### Gate-type map

Scale bar: 20 um.
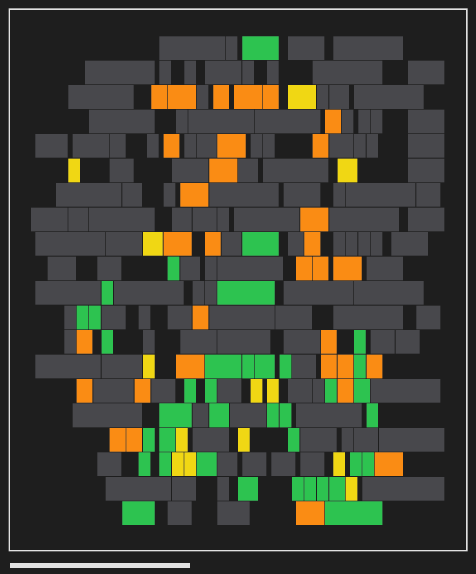
### Cell classes on the final placement

Scale bar: 20 um.
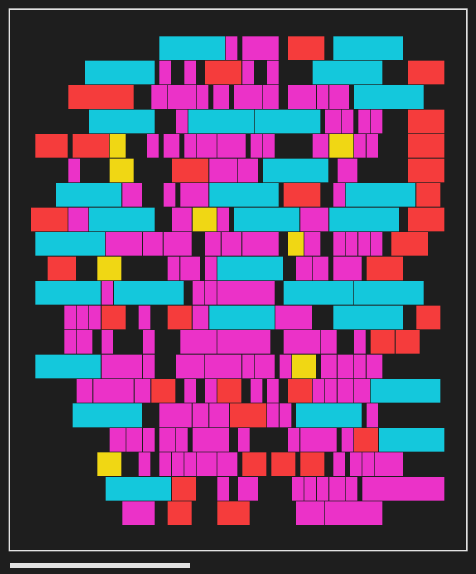
### The clock network

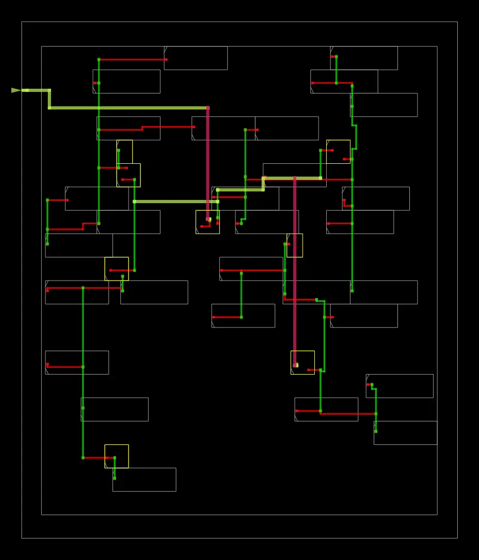
### Floorplan with the power grid

Pins as bars on the die edge. Tap cells in grey.
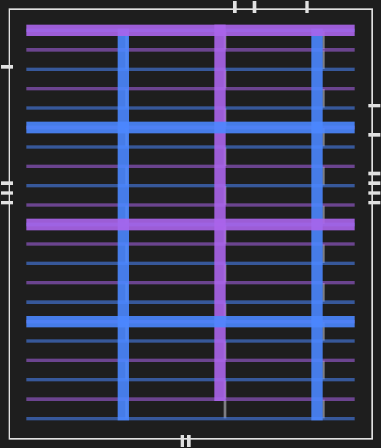
### config.mk
export PLATFORM = sky130hd
export DESIGN_NAME = uart_rx_flat
export DESIGN_NICKNAME = d
export VERILOG_FILES = /design/src/rtl/uart_rx_if.sv /design/src/rtl/uart_rx.sv /design/src/flat_wrapper.sv
export SDC_FILE = /design/constraint.sdc
export NUM_CORES = 1
export LEC_CHECK = 0
export ABC_AREA = 1
export CAP_MARGIN = 20
export CORE_ASPECT_RATIO = 1.2
export CORE_MARGIN = 2
export CORE_UTILIZATION = 48
export DETAILED_ROUTE_END_ITERATION = 8
export GPL_ROUTABILITY_DRIVEN = 0
export PLACE_DENSITY = 0.73
export REMOVE_ABC_BUFFERS = 1
export SETUP_SLACK_MARGIN = 0.5
export SLEW_MARGIN = 5
export SYNTH_ARGS = -nofsm -noshare
export SYNTH_HDL_FRONTEND = slang
export SYNTH_SLANG_ARGS = --single-unit
### constraint.sdc
create_clock -name clk -period 1.4 [get_ports clk]
set_input_delay 0.28 -clock clk [delete_from_list [all_inputs] [get_ports clk]]
set_output_delay 0.28 -clock clk [all_outputs]
set_load 0.01 [all_outputs]
### src/rtl/uart_rx_if.sv
// uart_rx_if: serial-side and FIFO-side signals of the oversampling UART receiver
// slave  (receiver): takes rx, s_tick; drives dout, rx_done_tick, frame_err, busy
// master (driver/observer): the mirror image
interface uart_rx_if #(
  parameter int DBIT = 8
);
  logic            rx;
  logic            s_tick;
  logic [DBIT-1:0] dout;
  logic            rx_done_tick;
  logic            frame_err;
  logic            busy;
  modport master (output rx, s_tick, input dout, rx_done_tick, frame_err, busy);
  modport slave  (input rx, s_tick, output dout, rx_done_tick, frame_err, busy);
endinterface

### src/rtl/uart_rx.sv
// uart_rx: 16x-oversampling UART receiver producing one FIFO write strobe per frame
// clk/reset      : system clock, synchronous active-high reset
// u.rx           : asynchronous serial input (idles high), 2-flop synchronised
// u.s_tick       : oversample enable, OS ticks per bit
// u.dout         : last received word, LSB first on the wire
// u.rx_done_tick : one-clk pulse per completed frame (also on framing error)
// u.frame_err    : stop bit sampled low for the frame in dout
// u.busy         : FSM not idle
module uart_rx #(
  parameter int DBIT    = 8,
  parameter int SB_TICK = 16,
  parameter int OS      = 16
) (
  input logic   clk,
  input logic   reset,
  uart_rx_if.slave u
);
  localparam int SW = $clog2(OS > SB_TICK ? OS : SB_TICK);
  localparam int NW = $clog2(DBIT);
  localparam logic [SW-1:0] S_MID  = SW'(OS / 2 - 1);
  localparam logic [SW-1:0] S_BIT  = SW'(OS - 1);
  localparam logic [SW-1:0] S_STOP = SW'(SB_TICK - 1);
  localparam logic [NW-1:0] N_LAST = NW'(DBIT - 1);
  typedef enum logic [1:0] {IDLE, START, DATA, STOP} state_t;
  state_t            state_q, state_d;
  logic [SW-1:0]     s_q, s_d;
  logic [NW-1:0]     n_q, n_d;
  logic [DBIT-1:0]   b_q, b_d;
  logic [DBIT-1:0]   dout_q, dout_d;
  logic              ferr_q, ferr_d;
  logic              done_q, done_d;
  logic              rx_meta_q, rx_s_q;
  always_ff @(posedge clk) begin
    if (reset) begin
      rx_meta_q <= 1'b1;
      rx_s_q    <= 1'b1;
      state_q   <= IDLE;
      s_q       <= '0;
      n_q       <= '0;
      b_q       <= '0;
      dout_q    <= '0;
      ferr_q    <= 1'b0;
      done_q    <= 1'b0;
    end else begin
      rx_meta_q <= u.rx;
      rx_s_q    <= rx_meta_q;
      state_q   <= state_d;
      s_q       <= s_d;
      n_q       <= n_d;
      b_q       <= b_d;
      dout_q    <= dout_d;
      ferr_q    <= ferr_d;
      done_q    <= done_d;
    end
  end
  // Every state except IDLE only moves on s_tick; counters are cleared on
  // state entry so a tick on the entry cycle is not counted.
  always_comb begin
    state_d = state_q;
    s_d     = s_q;
    n_d     = n_q;
    b_d     = b_q;
    dout_d  = dout_q;
    ferr_d  = ferr_q;
    done_d  = 1'b0;
    case (state_q)
      IDLE: begin
        if (!rx_s_q) begin
          state_d = START;
          s_d     = '0;
        end
      end
      START: begin
        if (u.s_tick) begin
          if (s_q == S_MID) begin
            state_d = rx_s_q ? IDLE : DATA;
            s_d     = '0;
            n_d     = '0;
          end else begin
            s_d = s_q + 1'b1;
          end
        end
      end
      DATA: begin
        if (u.s_tick) begin
          if (s_q == S_BIT) begin
            s_d     = '0;
            b_d     = {rx_s_q, b_q[DBIT-1:1]};
            state_d = (n_q == N_LAST) ? STOP : DATA;
            n_d     = (n_q == N_LAST) ? n_q : n_q + 1'b1;
          end else begin
            s_d = s_q + 1'b1;
          end
        end
      end
      STOP: begin
        // Leaving at the stop-bit sample point lets a start edge right at the
        // next bit boundary be caught with no idle gap.
        if (u.s_tick) begin
          if (s_q == S_STOP) begin
            state_d = IDLE;
            dout_d  = b_q;
            ferr_d  = ~rx_s_q;
            done_d  = 1'b1;
          end else begin
            s_d = s_q + 1'b1;
          end
        end
      end
      default: state_d = IDLE;
    endcase
  end
  assign u.dout         = dout_q;
  assign u.frame_err    = ferr_q;
  assign u.rx_done_tick = done_q;
  assign u.busy         = state_q != IDLE;
endmodule
### src/flat_wrapper.sv
// flat-port wrapper written by rule: the top's interface ports become plain ports
module uart_rx_flat 
#(
  parameter int DBIT    = 8,
  parameter int SB_TICK = 16,
  parameter int OS      = 16
)
  (clk, reset, u_rx, u_s_tick, u_dout, u_rx_done_tick, u_frame_err, u_busy);
  uart_rx_if #(.DBIT(DBIT)) u_i ();
  input logic clk;
  input logic reset;
  input wire logic [$bits(u_i.rx)-1:0] u_rx;
  input wire logic [$bits(u_i.s_tick)-1:0] u_s_tick;
  output wire logic [$bits(u_i.dout)-1:0] u_dout;
  output wire logic [$bits(u_i.rx_done_tick)-1:0] u_rx_done_tick;
  output wire logic [$bits(u_i.frame_err)-1:0] u_frame_err;
  output wire logic [$bits(u_i.busy)-1:0] u_busy;
  assign u_i.rx = u_rx;
  assign u_i.s_tick = u_s_tick;
  assign u_dout = u_i.dout;
  assign u_rx_done_tick = u_i.rx_done_tick;
  assign u_frame_err = u_i.frame_err;
  assign u_busy = u_i.busy;
  uart_rx #(.DBIT(DBIT), .SB_TICK(SB_TICK), .OS(OS)) u_core (.clk(clk), .reset(reset), .u(u_i));
endmodule
==> results.md <==
| Metric | Value |
|:---|:---|
| Final Total Pwr | 1.82 mW |
| Vias per std cell | 4.98 |
| # placed instances | 222 |
| Combinational power | 0.443 mW |
| Critical path buffer and inverter count | 0 |
| Slew HR | 0.811 |
| Number of buffers added by the clock tree synthesis step | 5 |
| Register area share after synthesis | 0.463 |
| Combinational Gates | 124 |
| Cell Area, Placed | 1520 sq um |
| Routed len/inst | 11.9 um |
| Mean area per synthesized cell | 7.51 sq um |
| Kind of end point of the critical path | flop |
| Cell count listed in synth_stat.txt | 167 |
| CP Class | flop to flop |
| Max_cap viols | 0 |
| R2R Setup Slk | 0.06 ns |
| And-or/or-and share of the synthesized area | 0.128 |
| Hold bufs inserted after CTS | 0 |
| Fraction of synthesized cell area taken by the top area cell type | 0.463 |
| Largest net degree at the start of global routing | 23 |
| Mux share | 0 |
| Most used routing layer in global routing | met2 |
| Vias in the first global route | 1160 |
| Internal portion of total power | 1.25 mW |
| Timing endpoint of the critical path | u_core.u.dout[3]$_SDFFE_PP0P_ |
| Max power group | sequential cells |
| Synthesis-to-layout area growth | 44.8% |
| Met3 global-route usage | 0.0550 |
| DRC violation count after routing | 0 |
| Post-synth cell types | 22 |
| Required arrival time at the worst endpoint | 1.62 ns |
| Switching Share | 0.311 |
| Count of inserted antenna diode cells | 0 |
| Vias after detailed routing | 1194 |
| Post-Synth XOR/XNOR Area | 0 |
| Root Buffer | sky130_fd_sc_hd__clkbuf_4 |
| Post-synthesis share of cell area spent on full adders, half adders and majority gates | 0.0299 |
| Post-synthesis cell type with the largest instance count | sky130_fd_sc_hd__nor2_1 |
| Worst min-delay path startpoint | reset |
| Area of the die | 3040 sq um |
| Combinational power share | 0.244 |
| Worst min-delay path endpoint | u_core.u.rx_done_tick$_SDFF_PP0_ |
| Yosys synthesis warning count | 0 |
| Final Cell Area | 1820 sq um |
| Commonest register cell after synthesis | sky130_fd_sc_hd__dfxtp_1 |
| Total overflow reported by the global router | 0 |
| Total I/O pin count | 15 |
| Final setup viols | 0 |
| Worst setup SP type | flop |
| Worst-path clk slew | 0.10 ns |
| Non-Clock Buffer Count | 33 |
| Fraction of layout cells with a size suffix above 1 | 0.473 |
| Final routed wirelength across all metal layers | 2850 um |
| Insertion delay to the later sink of the worst-skew pair | 0.32 ns |
| Main kind of combinational logic by area | simple AND/OR/NAND/NOR gates |
| Slowest CP cell | sky130_fd_sc_hd__dfxtp_2 |
| Top cells by area in the synthesized netlist | sky130_fd_sc_hd__dfxtp_1 46%, sky130_fd_sc_hd__nor2_1 13%, sky130_fd_sc_hd__nand2_1 7.8% |
| Non-Clock Inverter Count | 13 |
| Number of flops mapped to enable cells by yosys | 0 |
| Multi-input logic portion of the cell area | 0.409 |
| Result of the run | complete, no violations |
| Placement Rows | 20 |
| Fmax | 746 MHz |
| Final tally of max-slew violations | 0 |
| Multi-input combinational cell area | 743 sq um |
| Arrival @ worst endpoint | 1.56 ns |
| Initial core utilization | 0.501 |
| Tightest Hold Check Type | input port to flop |
## Picture notes: 'Gate-type map'
- orange: inverting AOI/OAI gates (cells 32; most used o21ai_1)
- green: NAND gates (cells 38; most used nand2_1)
- yellow: inverters (cells 13; most used inv_1)

## Picture notes: 'Cell classes on the final placement'
- red: other buffers and delay cells (cells 33; share of their area 18%)
- cyan: flip-flops (cells 29; share of their area 34%)
- yellow: clock drivers and dummy loads (cells 8; share of their area 3.1%)
- magenta: all other logic (cells 137; share of their area 45%)

## Picture notes: 'The clock network'
Seq Cell Count: 29
clock buffers: 5
Worst Skew: 0.0102 ns
number of sinks driven by the clock tree: 29

## Picture notes: 'Floorplan with the power grid'
- purple: VDD
- blue: VSS
- rows: 20
- met1 rails: 21
- met4 straps: 3
- met5 straps: 4
- tap cells: 33
height of the die: 60.0 um
Worst VDD drop: 597 uV
Core Footprint: 2500 sq um
Die X-Extent: 50.7 um

Power and IR drop assume default switching activity.
